===== src/rtl/bcd_time_counter_if.sv =====
// rtl/bcd_time_counter_if.sv - control/status bundle for bcd_time_counter (hold port under BCD_TIME_COUNTER_DISPLAY_HOLD_EN)
interface bcd_time_counter_if #(
  parameter int NUM_DIGITS = 4
);
  logic                      load;
  logic [4*NUM_DIGITS-1:0]   load_value;
  logic                      dir;
  logic                      start;
  logic                      stop;
  logic                      tick;
`ifdef BCD_TIME_COUNTER_DISPLAY_HOLD_EN
  logic                      hold;
`endif
  logic [4*NUM_DIGITS-1:0]   big_bin;
  logic                      running;
  logic                      zero;
  logic                      done;

  modport master (
    output load, load_value, dir, start, stop, tick,
`ifdef BCD_TIME_COUNTER_DISPLAY_HOLD_EN
    output hold,
`endif
    input  big_bin, running, zero, done
  );

  modport slave (
    input  load, load_value, dir, start, stop, tick,
`ifdef BCD_TIME_COUNTER_DISPLAY_HOLD_EN
    input  hold,
`endif
    output big_bin, running, zero, done
  );
endinterface


===== src/rtl/bcd_time_counter.sv =====
// rtl/bcd_time_counter.sv - BCD up/down time counter with load, start/stop and expiry (optional display hold: BCD_TIME_COUNTER_DISPLAY_HOLD_EN)
module bcd_time_counter #(
  parameter int NUM_DIGITS = 4,
  parameter int MMSS       = 1
) (
  input logic             clock,
  input logic             reset,
  bcd_time_counter_if.slave bus
);
  localparam int W = 4 * NUM_DIGITS;

  typedef enum logic [1:0] {IDLE = 2'd0, RUN = 2'd1, PAUSED = 2'd2, EXPIRED = 2'd3} state_t;

  state_t         state_q, state_d;
  logic [W-1:0]   digits_q, digits_d;
  logic [W-1:0]   clamp_val, inc_val, dec_val;
  logic [W-1:0]   big_bin_q;
  logic           is_zero, is_max, inc_max, dec_zero;
  logic           expire_q, expire_d;
  logic           zero_q, done_q;

  // Seconds-tens style digits (odd positions below the top digit) only reach 5.
  function automatic logic [3:0] limit_of(input int i);
    if (MMSS != 0 && (i % 2) == 1 && i < NUM_DIGITS - 1) return 4'd5;
    return 4'd9;
  endfunction

  // Per-digit clamp of the preset, ripple increment/decrement and end-of-range flags
  always_comb begin
    logic       carry, borrow;
    logic [3:0] d, lim, lv;
    clamp_val = '0;
    inc_val   = '0;
    dec_val   = '0;
    is_zero   = 1'b1;
    is_max    = 1'b1;
    inc_max   = 1'b1;
    dec_zero  = 1'b1;
    carry     = 1'b1;
    borrow    = 1'b1;
    d         = '0;
    lim       = '0;
    lv        = '0;
    for (int i = 0; i < NUM_DIGITS; i++) begin
      d   = digits_q[4*i +: 4];
      lim = limit_of(i);
      lv  = bus.load_value[4*i +: 4];
      clamp_val[4*i +: 4] = (lv > lim) ? lim : lv;
      if (d != 4'd0) is_zero = 1'b0;
      if (d != lim)  is_max  = 1'b0;
      if (!carry) begin
        inc_val[4*i +: 4] = d;
      end else if (d >= lim) begin
        inc_val[4*i +: 4] = 4'd0;
      end else begin
        inc_val[4*i +: 4] = d + 4'd1;
        carry = 1'b0;
      end
      if (!borrow) begin
        dec_val[4*i +: 4] = d;
      end else if (d == 4'd0) begin
        dec_val[4*i +: 4] = lim;
      end else begin
        dec_val[4*i +: 4] = d - 4'd1;
        borrow = 1'b0;
      end
      if (inc_val[4*i +: 4] != lim)  inc_max  = 1'b0;
      if (dec_val[4*i +: 4] != 4'd0) dec_zero = 1'b0;
    end
  end

  // Next state and digits: load > stop > start > tick; a tick at the range end saturates and expires
  always_comb begin
    state_d  = state_q;
    digits_d = digits_q;
    expire_d = 1'b0;
    if (bus.load) begin
      digits_d = clamp_val;
      state_d  = IDLE;
    end else if (bus.stop) begin
      if (state_q == RUN) state_d = PAUSED;
    end else if (bus.start) begin
      if (state_q != RUN && !(!bus.dir && is_zero) && !(bus.dir && is_max)) state_d = RUN;
    end else if (bus.tick && state_q == RUN) begin
      if (bus.dir) begin
        if (is_max) begin
          state_d  = EXPIRED;
          expire_d = 1'b1;
        end else begin
          digits_d = inc_val;
          if (inc_max) begin
            state_d  = EXPIRED;
            expire_d = 1'b1;
          end
        end
      end else begin
        if (is_zero) begin
          state_d  = EXPIRED;
          expire_d = 1'b1;
        end else begin
          digits_d = dec_val;
          if (dec_zero) begin
            state_d  = EXPIRED;
            expire_d = 1'b1;
          end
        end
      end
    end
  end

  // State, digit and expiry-event registers
  always_ff @(posedge clock or posedge reset) begin
    if (reset) begin
      state_q  <= IDLE;
      digits_q <= '0;
      expire_q <= 1'b0;
    end else begin
      state_q  <= state_d;
      digits_q <= digits_d;
      expire_q <= expire_d;
    end
  end

  // Output stage one clock behind the digits, so done lines up with the final big_bin
  always_ff @(posedge clock or posedge reset) begin
    if (reset) begin
      big_bin_q <= '0;
      zero_q    <= 1'b1;
      done_q    <= 1'b0;
    end else begin
`ifdef BCD_TIME_COUNTER_DISPLAY_HOLD_EN
      if (!bus.hold) big_bin_q <= digits_q;
`else
      big_bin_q <= digits_q;
`endif
      zero_q <= is_zero;
      done_q <= expire_q;
    end
  end

  assign bus.big_bin = big_bin_q;
  assign bus.zero    = zero_q;
  assign bus.done    = done_q;
  assign bus.running = (state_q == RUN);

endmodule


===== src/flat_wrapper.sv =====
// flat-port wrapper written by rule: the top's interface ports become plain ports
module bcd_time_counter_flat 
#(
  parameter int NUM_DIGITS = 4,
  parameter int MMSS       = 1
)
  (clock, reset, bus_load, bus_load_value, bus_dir, bus_start, bus_stop, bus_tick, bus_big_bin, bus_running, bus_zero, bus_done);
  bcd_time_counter_if #(.NUM_DIGITS(NUM_DIGITS)) bus_i ();
  input logic clock;
  input logic reset;
  input wire logic [$bits(bus_i.load)-1:0] bus_load;
  input wire logic [$bits(bus_i.load_value)-1:0] bus_load_value;
  input wire logic [$bits(bus_i.dir)-1:0] bus_dir;
  input wire logic [$bits(bus_i.start)-1:0] bus_start;
  input wire logic [$bits(bus_i.stop)-1:0] bus_stop;
  input wire logic [$bits(bus_i.tick)-1:0] bus_tick;
  output wire logic [$bits(bus_i.big_bin)-1:0] bus_big_bin;
  output wire logic [$bits(bus_i.running)-1:0] bus_running;
  output wire logic [$bits(bus_i.zero)-1:0] bus_zero;
  output wire logic [$bits(bus_i.done)-1:0] bus_done;
  assign bus_i.load = bus_load;
  assign bus_i.load_value = bus_load_value;
  assign bus_i.dir = bus_dir;
  assign bus_i.start = bus_start;
  assign bus_i.stop = bus_stop;
  assign bus_i.tick = bus_tick;
  assign bus_big_bin = bus_i.big_bin;
  assign bus_running = bus_i.running;
  assign bus_zero = bus_i.zero;
  assign bus_done = bus_i.done;
  bcd_time_counter #(.NUM_DIGITS(NUM_DIGITS), .MMSS(MMSS)) u_core (.clock(clock), .reset(reset), .bus(bus_i));
endmodule

===== config.mk =====
export PLATFORM = sky130hd
export DESIGN_NAME = bcd_time_counter_flat
export DESIGN_NICKNAME = d
export VERILOG_FILES = /design/src/rtl/bcd_time_counter_if.sv /design/src/rtl/bcd_time_counter.sv /design/src/flat_wrapper.sv
export SDC_FILE = /design/constraint.sdc
export NUM_CORES = 1
export LEC_CHECK = 0
export CORE_MARGIN = 8
export CORE_UTILIZATION = 45
export CTS_CLUSTER_SIZE = 14
export DETAILED_ROUTE_END_ITERATION = 6
export PLACE_DENSITY = 0.73
export SLEW_MARGIN = 20
export SYNTH_ARGS = -nofsm -noshare
export SYNTH_HDL_FRONTEND = slang
export SYNTH_SLANG_ARGS = --single-unit

===== constraint.sdc =====
create_clock -name clock -period 2.75 [get_ports clock]
set_input_delay 0.55 -clock clock [delete_from_list [all_inputs] [get_ports clock]]
set_output_delay 0.55 -clock clock [all_outputs]
set_load 0.01 [all_outputs]

==> out/metrics.csv, run 1 <==
stage,metric,value,unit
run_status,status,finished clean,
placed_design,Port Buf Inserts,41,
grt,gr usage total,0.194,
timing,fin crit period,2.59,ns
detailed_routing,Via density,6.04,
clock_tree,Post-CTS Setup Repair Bufs,0,
cells_and_area,logic share of the area,0.474,
clock_tree,clk buf depth,2,
power_and_ir_drop,pwr dens,536,nW/um2
power_and_ir_drop,Power Clock,387,uW
clock_tree,CTS Root Cell,clkbuf_8,
cells_and_area,Final Non-Filler Cells,439,
cells_and_area,logic area,1570,um2
run,Max Cap Viol,0,
grt,total congestion overflow,0,
power_and_ir_drop,power in sequential cells,700,uW
power_and_ir_drop,Final Power,1.78,mW
clock_tree,H-tree Lvls,2,
timing,WHS,0.372,ns
clock_tree,TritonCTS Sinks,37,
setup_path,Crit path largest cell delay,0.52,ns
timing,Fmax achieved,386,MHz
synthesis,aoi share,0.261,
cells_and_area,n_diodes,0,
synthesis,Mux area share,0.0157,
synthesis,synth warn,0,
power_and_ir_drop,cell internal pwr,1.10,mW
placed_design,DP Area,3210,um2
setup_path,CP Capture Type,flop,
setup_path,FF-to-FF setup slack,0.16,ns
synthesis,Synth area leader,dfrtp_1,
grt,global-route wire length before repair,13300,um
cells_and_area,fin nets,399,
cells_and_area,Layout clock area frac,0.0260,
die,chip height,92.4,um
synthesis,"top cells by area, synth","dfrtp_1 34%, ha_1 6.2%, o21ai_0 4.8%, nor2_1 4.6%, a21oi_1 3.6%",
cells_and_area,Area Growth Syn to Fin,26.4,%
synthesis,ys flops,37,
timing,part of the cycle the worst path needs,0.941,
power_and_ir_drop,peak supply drop,0.243,mV
detailed_routing,antenna-violating nets left,0,
timing,Final Setup Violations,0,
timing,setup ws final,0.162,ns
timing,Worst Tran Pin Value,0.481,ns
synthesis,# Cells Yosys,313,
grt,vias in the first global route,2643,
synthesis,Logic family by area,AND-OR/OR-AND gates,
worst_hold_path,worst hold path class,reg -> reg,
power_and_ir_drop,Top Consumer,registers,
detailed_routing,DRC Markers,0,
synthesis,Post-synth EDFFs,0,
power_and_ir_drop,Switching Share,0.380,
timing,Fin Clk Skew,0.00421,ns
die,FP Core Util,0.454,
power_and_ir_drop,sequential share of power,0.394,
synthesis,synthesized cell area,2630,um2
clock_tree,CTS tree,yes,
setup_path,Crit Path Max Fanout,9,
placed_design,post-DP HPWL,6040,um
cells_and_area,nonclk inv count,17,
die,Ports,42,
synthesis,"count leader, synth",dfrtp_1,
synthesis,"top cells by count, synth","36 x dfrtp_1, 32 x nor2_1, 25 x o21ai_0",
synthesis,xor/xnor share of the synthesized area,0.0100,
grt,antenna violations before repair,0,
synthesis,"Seq/Total Area, Yosys",0.353,
run,count of tool warnings,35,
timing,setup TNS,0,ns
cells_and_area,fin util,0.574,
setup_path,crit path DRT,2.97,ns
synthesis,Syn Area/Cell,8.39,um2
cells_and_area,top cell class by occupied area,combinational gates,
synthesis,area reported by Yosys stat,2630,um2
setup_path,CP Class,reg -> reg,
clock_tree,clk_lat worst skew,0.30,ns
-- run 1: timing repair --
| item | in CTS | in global routing |
|---|---|---|
| hold buffers | 0 | 0 |
| endpoints found under the setup margin | 0 | 7 |
| resized | 0 | 8 |
-- run 1: cells in the final DEF, fill, tap and decap left out, types with 3 or more instances in the layout --
cell type and count:
o21a_1 5, nand2_1 17, clkbuf_8 5, o21ai_0 25
nand3_1 8, nand4b_1 3, nor3b_2 3, nor4_1 5
a21oi_1 19, buf_4 22, clkdlybuf4s50_1 41, ha_1 11
nor2_1 31, nor3_1 13, a211oi_1 8, nand4_1 3
a31oi_1 10, nand2b_1 4, nor2b_1 5, or2_2 3
nand3b_1 5, dfrtp_1 36, inv_1 17, o211ai_1 3
a311oi_1 5
-- run 1: worst paths after layout --
check	startpoint	to	cells after the start
setup / recovery	u_core.digits_q[5]	u_core.digits_q[14]	9
hold / removal	u_core.expire_q	u_core.bus.done	0
setup reg to reg	u_core.digits_q[5]	u_core.digits_q[14]	9
hold reg to reg	u_core.expire_q	u_core.bus.done	0
max in group asynchronous	reset	u_core.bus.zero	3
min in group asynchronous	reset	u_core.digits_q[9]	3
-- run 1: layer usage --
layer | track usage | up-vias | wire [um]
met4 | 0.0752 | 0 | 150
met5 | 0 | - | 0
met2 | 0.314 | 124 | 3800
met1 | 0.250 | 1248 | 3480
met3 | 0.0356 | 16 | 560
li1 | - | 1262 | -
-- run 1: worst max-delay path: cells and delay by family, from the launching register on --
kind	cells	cell delay, ns
AOI/OAI and AO/OA	3	0.53
adders and majority gates	1	0.24
buffers and inverters	1	0.13
DFF	1	0.49
muxes	1	0.21
and+or+nand+nor	3	0.92
### M1 wires, run 1

Supply wires on this layer in grey.
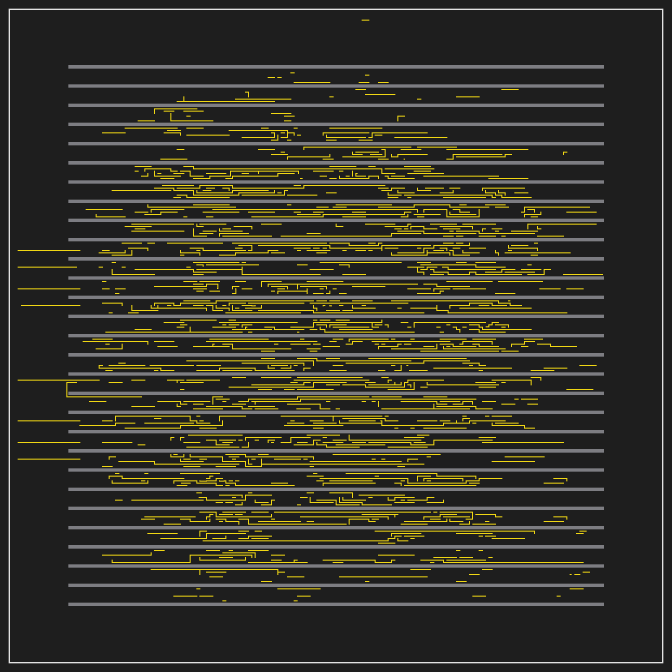
share of all routed wire	44%
main direction	horizontal
nets with wire on the layer	366
wire length on this layer	3480 um
longest straight run	29.0 um

### Signal wires by layer, run 1

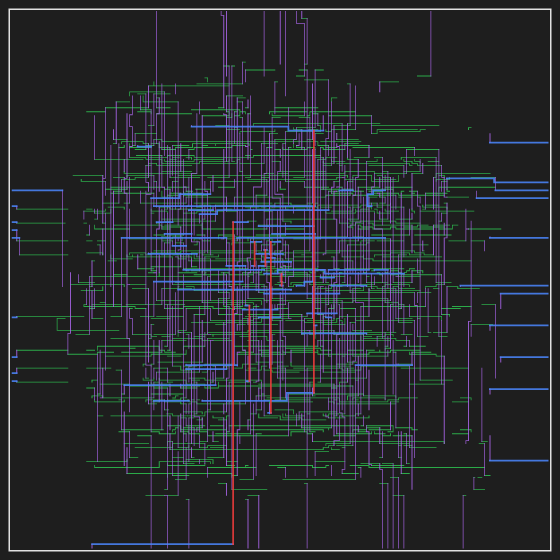
colour	layer	wire length
purple	metal 2	3800 um
red	metal 4	151 um
green	metal 1	3480 um
blue	metal 3	560 um
drt total wl: 7990 um
routed len/inst: 18.2 um
Vias: 2650

### Cells coloured by class, run 1

The bar under the picture is 20 um long. Fill, decap, tap and diode cells in grey.
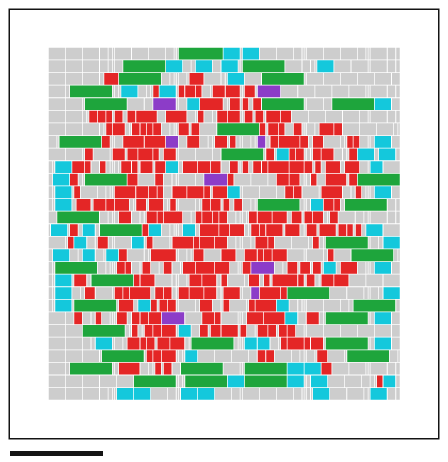
colour	class	cells	share of their area
purple	clock drivers and dummy loads	8	2.7%
cyan	remaining buffers and delay cells	63	18%
green	sequential cells	37	29%
red	combinational and other logic	256	51%
# rows: 28
Seq/total area: 0.279
fin area: 3320 um2
core area: 5780 um2

--- run 2 (diff from run 1) ---
Settings changed: ABC_AREA from default to 1, PLACE_DENSITY 0.73 to 0.72, SKIP_CTS_REPAIR_TIMING from default to 1.
### Signal wires by layer, run 2

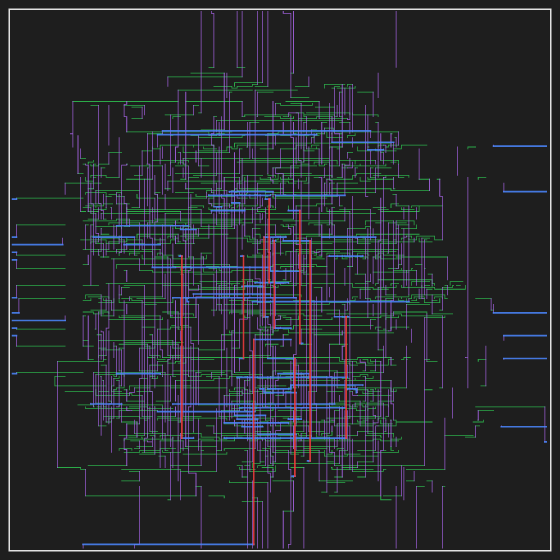
colour	layer	wire length
red	metal 4	239 um
blue	metal 3	591 um
green	metal 1	3520 um
purple	metal 2	3780 um
drt total wl: 8130 um
Vias: 2996
gr usage total: 0.172
routed len/inst: 14.9 um

==> out/metrics.csv, run 2 <==
stage,metric,value,unit
detailed_routing,Via density,5.51,
detailed_routing,WL met1,3520,um
synthesis,Post-synth EDFFs,0,
setup_path,reg2reg start,u_core.digits_q[5],
timing,WHS,0.359,ns
setup_path,FF-to-FF setup slack,0.33,ns
cells_and_area,n_diodes,0,
placed_design,Port Buf Inserts,41,
setup_path,CP Class,reg -> reg,
detailed_routing,DRC Markers,0,
synthesis,aoi share,0.131,
detailed_routing,Top Layer Used,met4,
grt,vias in the first global route,2910,
run,count of tool warnings,35,
cells_and_area,fin area,3560,um2
synthesis,Mux area share,0,
power_and_ir_drop,sequential share of power,0.305,
timing,part of the cycle the worst path needs,0.880,
power_and_ir_drop,Switching Share,0.444,
timing,Worst Tran Pin Value,0.503,ns
synthesis,Syn Area/Cell,6.98,um2
clock_tree,clk_lat worst skew,0.30,ns
power_and_ir_drop,pwr dens,730,nW/um2
detailed_routing,antenna-violating nets left,0,
timing,setup ws final,0.330,ns
die,FP Core Util,0.463,
setup_path,r2r worst-path depth,16,
die,Ports,42,
worst_hold_path,worst hold path class,reg -> reg,
placed_design,DP Area,3440,um2
cells_and_area,Area Growth Syn to Fin,21.1,%
synthesis,xor/xnor share of the synthesized area,0.00894,
synthesis,Logic family by area,simple AND/OR/NAND/NOR gates,
timing,setup TNS,0,ns
power_and_ir_drop,Final Power,2.60,mW
run_status,status,finished clean,
placed_design,post-DP HPWL,6200,um
timing,Fmax achieved,413,MHz
clock_tree,CTS Root Cell,clkbuf_8,
worst_hold_path,Hold Path Origin,u_core.expire_q,
synthesis,# Cells Yosys,421,
power_and_ir_drop,Top Consumer,combinational logic,
worst_hold_path,hold path cells,0,
die,chip height,96.8,um
timing,Fin Clk Skew,0.00492,ns
setup_path,CP Capture Type,flop,
cells_and_area,fin nets,502,
synthesis,"count leader, synth",nand2_1,
setup_path,Crit Path Max Fanout,5,
synthesis,"top cells by count, synth","128 x nand2_1, 45 x inv_1, 37 x nand3_1, 37 x nor2_1, 36 x dfrtp_1",
run,Max Cap Viol,0,
power_and_ir_drop,peak supply drop,0.383,mV
power_and_ir_drop,cell internal pwr,1.44,mW
detailed_routing,met3 wire length,590,um
synthesis,synth warn,0,
synthesis,"Seq/Total Area, Yosys",0.315,
### Cell outlines without signal wires, run 2

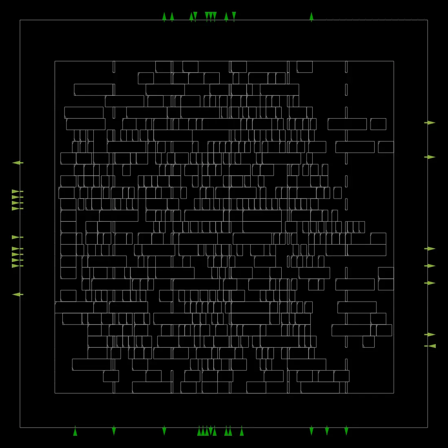
# rows: 29
Final Non-Filler Cells: 544
core area: 6350 um2

run 2: netlist changes by cell type after synthesis, sizes merged, moves of 9 or more:
cell | before | now
a21oi | 19 | 5
nand3 | 9 | 45
o21ai | 27 | 42
inv | 17 | 52
nand4 | 3 | 14
nor2 | 32 | 42
nor3 | 15 | 6
nand2 | 17 | 134
run 2: final cells by class:
cell class | count | area, um2 | area share
clock buffer | 6 | 82.6 | 0.0232
clock inverter | 2 | 37.5 | 0.0105
inverter | 52 | 200 | 0.0563
multi-input combinational | 321 | 1740 | 0.490
sequential | 37 | 927 | 0.261
tap | 77 | 96.3 | 0.0271
timing repair buffer | 49 | 470 | 0.132
run 2: layer usage:
metal  up-vias  GRT usage
li1       1463          -
met1      1389      0.210
met2       121      0.279
met3        23     0.0363
met4         0     0.0840
met5         -          0
run 2: how the worst max path moves through the flow:
stage,end,cells after the start,slack (ns),start
floorplan,u_core.state_q[0],15,0.75,u_core.digits_q[0]
global placement,u_core.digits_q[3],9,0.36,bus_load
detailed placement,u_core.digits_q[3],9,0.25,bus_load
CTS,u_core.state_q[1],15,0.37,u_core.digits_q[0]
global route,u_core.state_q[0],15,0.10,u_core.digits_q[0]
finish,u_core.state_q[1],16,0.33,u_core.digits_q[5]
run 2: worst max-delay path, delay by kind of cell, from the launching register on:
family	cells	cell delay, ns
adder cells (fa/ha/maj)	1	0.25
flip-flops	1	0.43
buffers and inverters	2	0.22
AND/OR/NAND/NOR	13	1.41
run 2: cells by family (layout without fill, tap and decap cells):
family	count (synthesis)	count (layout)
fa+ha+maj	13	13
simple gates	246	246
xor+xnor	3	3
compound gates	59	59
buf+inv	63	109
flops	37	37
Power and IR drop assume default switching activity.
